Design uart_rx_fifo, sky130hd; sources not shown.
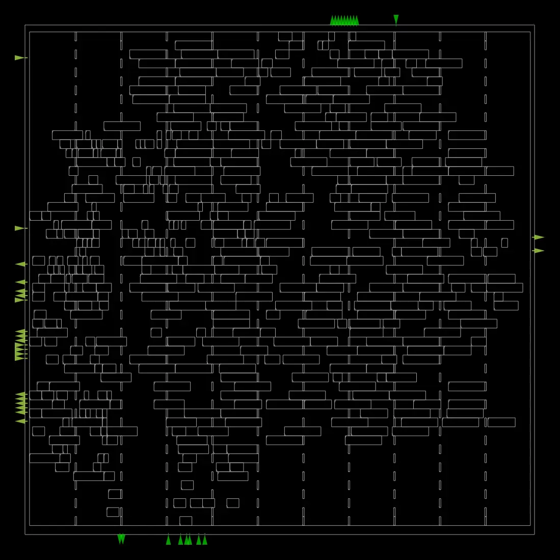
*Placement view, run 1*
fill count: 2081
Seq area share: 57.2%
Post-Layout Cell Count: 766
FP Rows: 55
Core ar.: 22700 um2

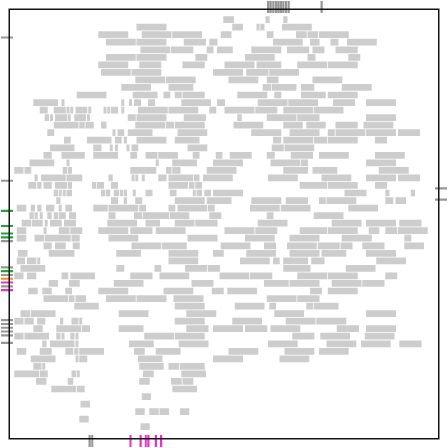
*I/O pins on the die edge, run 1*
Pins as bars across the die edge, other pins in gray.
Magenta stands for `rx_data`, pins 8, direction input, edge 6 bottom, 2 left. Green stands for `level`, pins 5, direction output, edge left. Orange stands for `ovr_clr`, pins 1, direction input, edge left.
die width: 154 um
Port Buffers: 39
die height: 154 um

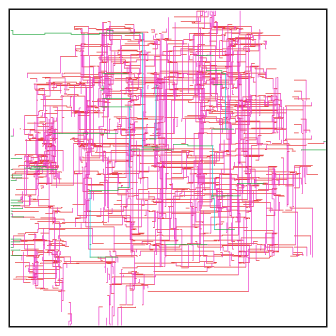
*Routed metal, one color a layer, run 1*
Magenta stands for metal 2, wire length 8090 um. Red stands for metal 1, wire length 7410 um. Green stands for metal 3, wire length 438 um. Cyan stands for metal 4, wire length 220 um.
Routed WL: 16.2 mm
GRT Util Overall: 15.0%

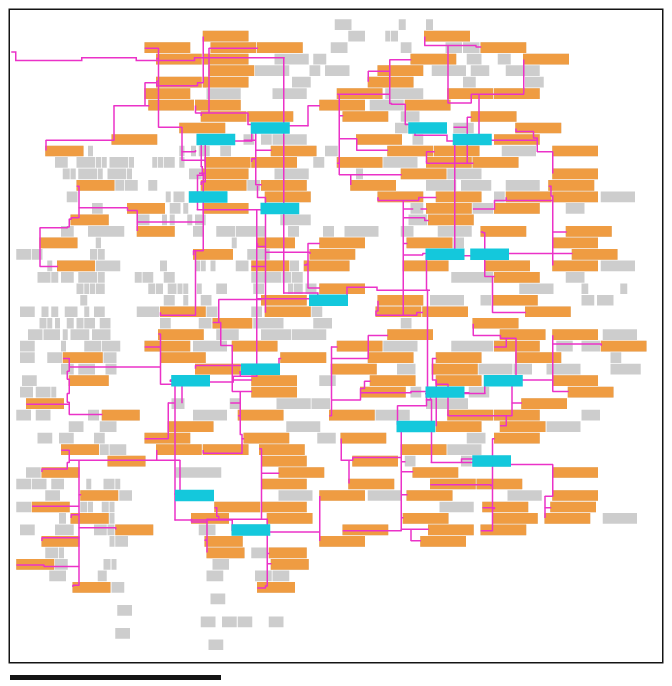
*Clock distribution, run 1*
Scale bar: 50 um.
Cyan stands for clock drivers, count 17. Magenta stands for clock wires, length 2100 um. Orange stands for flip-flops, count 175.
There are 18 routed clock nets.
worst skew pair latency: 0.43 ns
Clock Power: 2.26 mW

==> summary.txt, run 1 <==
DRC viols: 0
Number of enable flip-flop cells: 144
Hold Buf Count CTS: 0
Syn Inst Count: 375
CTS Buffer Depth: 2
Antenna diode count: 0
Placed Area: 7920 um2
Synth Area per Inst: 18.6 um2
Period minus WS final: 2.61 ns
Critical setup path kind: flip-flop to output port
Synth-to-layout area growth: 28.0%
Register share after synthesis: 73.2%
Primary FF master, synth: edfxtp_1
FF+latch count, synth: 175
Top-area cell share: 62.0%
RSZ-0062 raised after global routing: yes
Cell area after layout: 8920 um2
First-pass GRT wire length: 24.8 mm
Worst-margin pin slew: 0.652 ns
Worst setup margin: 0.306 ns
Unique masters post-synth: 35
Final Net Count: 490
Worst slack, placed: 0.216 ns
DP Wirelength: 9.96 mm
Design Power: 8.83 mW
Logic area: 1890 um2
Largest net degree at the start of global routing: 32
Pleak: 3.06 nW
Critical path arrival: 2.18 ns
Worst-path clk slew: 0.07 ns
Routed vias/inst: 4.86
Synthesized area: 6970 um2
Final Cycle Share: 89.5%
Final ANT Viol Nets: 0
Slew headroom: 56.6%
Chip Area, Yosys: 6970 um2
Yosys Instances: 375
CP Max Fanout: 6
Clock Sinks: 175
Initial antenna violation count: 0
Worst Skew: 0.00824 ns
VDD IR max: 0.446 mV
Max reg flops: 144
Synth area leaders: edfxtp_1 (62%), mux4_2 (12%), dfrtp_1 (11%), a22oi_1 (1.9%), mux2_2 (1.5%)
Ports: 40
Vias in the first global route: 3930
Total die area: 23800 um2
Final setup vio count: 0
Placed insts: 716
YS warnings: 0
HP Class: primary input to asynchronous set/reset pin
Reg-to-reg slack, setup: 0.59 ns
Tally of OpenROAD warnings: 31
CTS tree: built
CTS root buf: clkbuf_16
Cts bufs inserted: 17
Max Fclk: 383 MHz
Outcome: finished, final reports clean
Max-cap viol count: 0
Final hold slack: 0.410 ns
Drt wl/cell: 21.1 um
Layout cells sized above 1: 35.8%
Syn Nets: 397
Final Hold Vio Count: 0
Most frequent cell after synthesis: edfxtp_1
Starting DRT DRC Count: 193
H-tree levels: 4
Final Max Slew Viols: 0
Power Dens Cells: 989 nW/um2
Number of vias in the routed layout: 3721
Cell type with the largest total area: edfxtp_1
GRT overflow: 0
Core Util, Final: 39.3%
Post-synth ARST share: 17.7%
Register area: 5100 um2
Crit end category: output port
DR pass1 iterations: 4
Crit path required time: 2.48 ns
FP Util: 30.7%
Setup_tns: 0 ns
Top cells by count, synth: edfxtp_1 (144), mux4_2 (36), dfrtp_1 (31)
CP Launch Type: flip-flop
Worst Reg-to-Reg Cells: 6
RePlAce Congestion: 0.764
[run 1: final cells by class]
cell class                      count  share of cell area [%]
Clock buffer                       22                    5.55
Sequential cell                   175                    57.2
Timing Repair Buffer               91                    10.6
Multi-Input combinational cell    176                    21.2
Inverter                            7                   0.294
Clock inverter                     10                    1.15
Tap cell                          285                    4.00
[run 1: cell families (layout without fill, tap and decap cells)]
group	Yosys count	in the layout	synth area share (%)
DFF	175	175	73.2
xor gates and xnor gates	18	18	2.26
adders and majority gates	8	8	1.44
AOI/OAI and AO/OA	43	43	4.16
and+or+nand+nor	61	61	4.25
muxes	46	46	13.2
buffers and inverters	24	130	1.47
[run 1: worst max-delay path, cell delays in order (launching register included)]
cell,delay (ns)
dfrtp_2,0.45
buf_12,0.15
buf_16,0.14
mux4_2,0.50
a22oi_2,0.27
a21oi_2,0.10
buf_6,0.14
[run 1: report_power, final]
group / internal (mW) / switching (mW)
clock network: 1.30 / 0.958
registers: 2.98 / 0.272
logic: 1.71 / 1.61
total: 5.99 / 2.84
[run 1: metal layers]
layer  up-vias  track usage (%)  wire, um
li1       1681                -         -
met2        67             24.4      8090
met3        16             2.72       437
met1      1957             19.1      7410
met5         -                -         0
met4         0             4.81       220
[run 1: repair_timing]
action                                  4_1_cts  5_1_grt
endpoints found under the setup margin       12       11
hold endpoints to repair                      0        0
pin swaps                                    10       14
gates cloned                                  4        0
gates resized                                76       27
setup buffers                                11        3
[run 1: cell usage in the layout, fill, tap and decap left out, types with 8 or more instances in the layout]
master             n
mux2_2             9
buf_6              8
xor2_1             9
buf_4             37
clkbuf_16         18
mux4_2            36
a22oi_2           15
edfxtp_1         144
buf_12             8
ha_1               8
clkdlybuf4s50_1   27
dfrtp_1           27
xnor2_1            9
nand2_1           16
nor2_1            21
### Cell classes on the final placement, run 1

Fill, decap, tap and diode cells in gray.
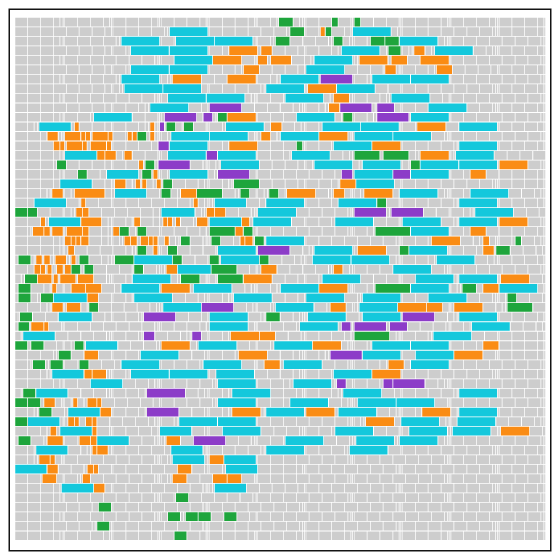

==> run 2, diff against run 1 <==
--- a/config.mk
+++ b/config.mk
@@ -5,7 +5,8 @@
 export SDC_FILE = /design/constraint.sdc
 export NUM_CORES = 1
 export LEC_CHECK = 0
-export CAP_MARGIN = 10
+export CAP_MARGIN = 20
+export CORE_MARGIN = 2
 export CORE_UTILIZATION = 30
 export CTS_CLUSTER_SIZE = 20
 export DETAILED_ROUTE_END_ITERATION = 10
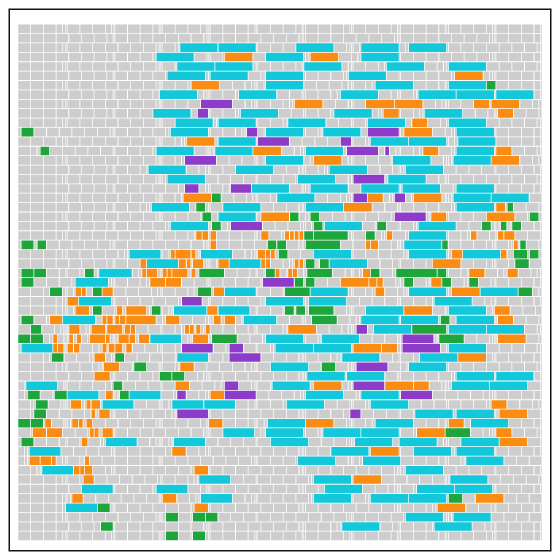
*Cell classes on the final placement, run 2*
Fill, decap, tap and diode cells in gray.
Cyan stands for sequential cells, cells 175, share of their area 60%. Purple stands for clock drivers and dummy loads, cells 32, share of their area 7.0%. Orange stands for combinational and other logic, cells 183, share of their area 22%. Green stands for remaining buffers and delay cells, cells 90, share of their area 11%.
Core Util, Final: 39.2%
Seq area share: 57.3%
cell area after layout: 8910 um2

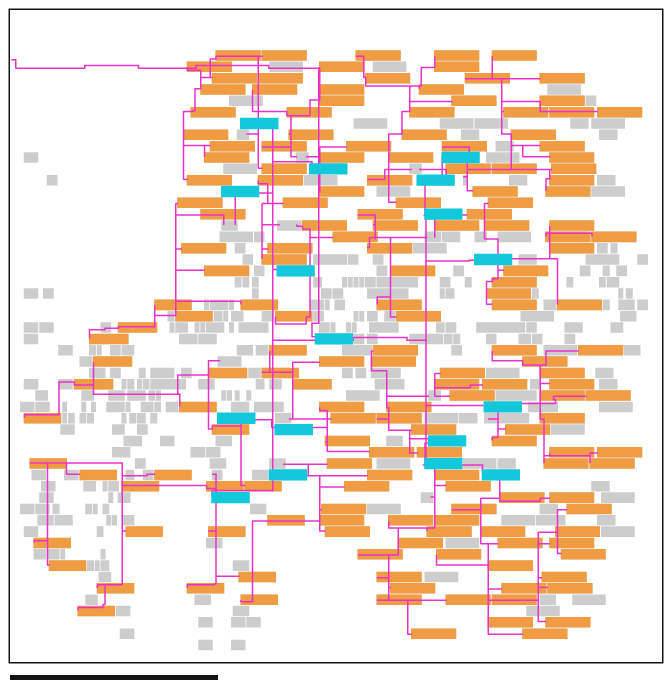
*Clock distribution, run 2*
Scale bar: 50 um.
Cyan stands for clock drivers, count 17. Orange stands for flip-flops, count 175. Magenta stands for clock wires, length 2090 um.
There are 18 routed clock nets.
Clk network pwr share: 25.8%
Worst Skew: 0.0143 ns
Clock Power: 2.27 mW

==> summary.txt, run 2 <==
Critical path arrival: 2.18 ns
Top-area cell share: 62.0%
Syn Inst Count: 375
Top Metal Used: met4
DRC viols: 0
Starting DRT DRC Count: 258
Critical setup path kind: flip-flop to output port
Unique masters post-synth: 35
Met1 Wirelength: 7.87 mm
Antenna diode count: 0
CP Max Fanout: 8
FP Rows: 55
Primary FF master, synth: edfxtp_1
CP bufs+invs: 4
Ports: 40
Setup_tns: 0 ns
Crit path required time: 2.48 ns
Fill count: 2055
Cts bufs inserted: 17
Final Hold Vio Count: 0
Worst-margin pin slew: 0.772 ns
CP Depth: 7
DR pass1 iterations: 6
Slowest CP cell: mux4_2
Layout cells sized above 1: 35.4%
CTS root buf: clkbuf_16
Total die area: 24500 um2
Top cells by count, synth: edfxtp_1 (144), mux4_2 (36), dfrtp_1 (31)
Register area: 5110 um2
Die width: 156 um
HP Class: primary input to asynchronous set/reset pin
Pleak: 3.06 nW
First-pass GRT wire length: 25.0 mm
CTS tree: built
VDD IR max: 0.447 mV
Crit path cell chain: buf_12, buf_12, buf_6, mux4_2, a22oi_2, a21oi_2, buf_4
Highest-count logic cell in the final layout: edfxtp_1
Initial antenna violation count: 0
Vias in the first global route: 3879
Final ANT Viol Nets: 0
Met3 WL post-DR: 645 um
H-tree levels: 4
Tally of OpenROAD warnings: 31
Worst skew pair latency: 0.43 ns
Worst Reg-to-Reg Cells: 9
Met2 Wirelength: 7.88 mm
Synth area leaders: edfxtp_1 (62%), mux4_2 (12%), dfrtp_1 (11%), a22oi_1 (1.9%), mux2_2 (1.5%)
Synth Area per Inst: 18.6 um2
Port Buffers: 39
Register share after synthesis: 73.2%
Max-cap viol count: 0
Clock Sinks: 175
GRT overflow: 0
FP Util: 30.7%
Number of enable flip-flop cells: 144
RePlAce Congestion: 0.746
Crit end category: output port
Largest net degree at the start of global routing: 32
FF+latch count, synth: 175
Most frequent cell after synthesis: edfxtp_1
Crit path max-delay family: multiplexers
Power Dens Cells: 989 nW/um2
Yosys Instances: 375
RSZ-0062 raised after global routing: yes
Outcome: finished, final reports clean
Slew headroom: 48.5%
Hold Buf Count CTS: 0
Die height: 156 um
Routed WL: 16.6 mm
Final setup vio count: 0
YS warnings: 0
Chip Area, Yosys: 6970 um2
Cell type with the largest total area: edfxtp_1
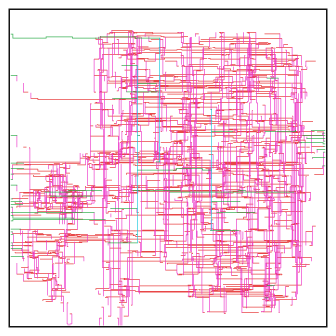
*Routed metal, one color a layer, run 2*
Cyan stands for metal 4, wire length 209 um. Magenta stands for metal 2, wire length 7880 um. Green stands for metal 3, wire length 645 um. Red stands for metal 1, wire length 7870 um.
number of vias in the routed layout: 3718
GRT Util Overall: 14.8%

## run 2: area by class of cell
type | instances | area share (%)
flip-flops and latches | 175 | 57.3
clock inverters | 15 | 1.92
repair buffers | 90 | 10.6
well taps | 285 | 4.00
clock buffers | 17 | 4.78
multi-input cells | 176 | 21.1
inverters | 7 | 0.295
## run 2: routing by layer
metal  track usage [%]  up-vias
li1                  -     1668
met1              20.4     1962
met2              22.5       73
met3              2.96       15
met4              4.37        0
met5                 -        -
## run 2: per-stage QoR
stage | total power [mW] | setup slack, ns | hold slack, ns | std cells | instance area, um2
floorplan | 4.87 | 0.503 | 0.142 | 375 | 6970
global placement | 6.01 | 0.285 | 0.485 | 712 | 7910
detailed placement | 6.02 | 0.306 | 0.487 | 712 | 7910
CTS | 8.82 | 0.181 | 0.411 | 763 | 8850
global route | 9.25 | 0.223 | 0.461 | 765 | 8910
finish | 8.80 | 0.305 | 0.408 | 765 | 8910
## run 2: repair_timing
| action | in CTS | in global routing |
|---|---|---|
| gates cloned | 5 | 0 |
| endpoints found under the setup margin | 12 | 11 |
| pin swaps | 15 | 8 |
| setup buffers | 14 | 2 |
| gates resized | 71 | 15 |
## run 2: logic make-up (layout without fill, tap and decap cells)
family | Yosys count | after routing | synth area share [%]
AND/OR/NAND/NOR | 61 | 61 | 4.25
multiplexers | 46 | 46 | 13.2
AND-OR/OR-AND | 43 | 43 | 4.16
buffers and inverters | 24 | 129 | 1.47
XOR/XNOR | 18 | 18 | 2.26
flip-flops | 175 | 175 | 73.2
adder cells (fa/ha/maj) | 8 | 8 | 1.44
## run 2: where the power goes
group / total [mW] / internal (mW) / leakage [nW] / switching, mW
sequential: 3.27 / 2.98 / 1.67 / 0.287
combinational: 3.27 / 1.68 / 1.11 / 1.59
clock: 2.27 / 1.22 / 0.289 / 1.05
Power is estimated from default activity; no workload was simulated.
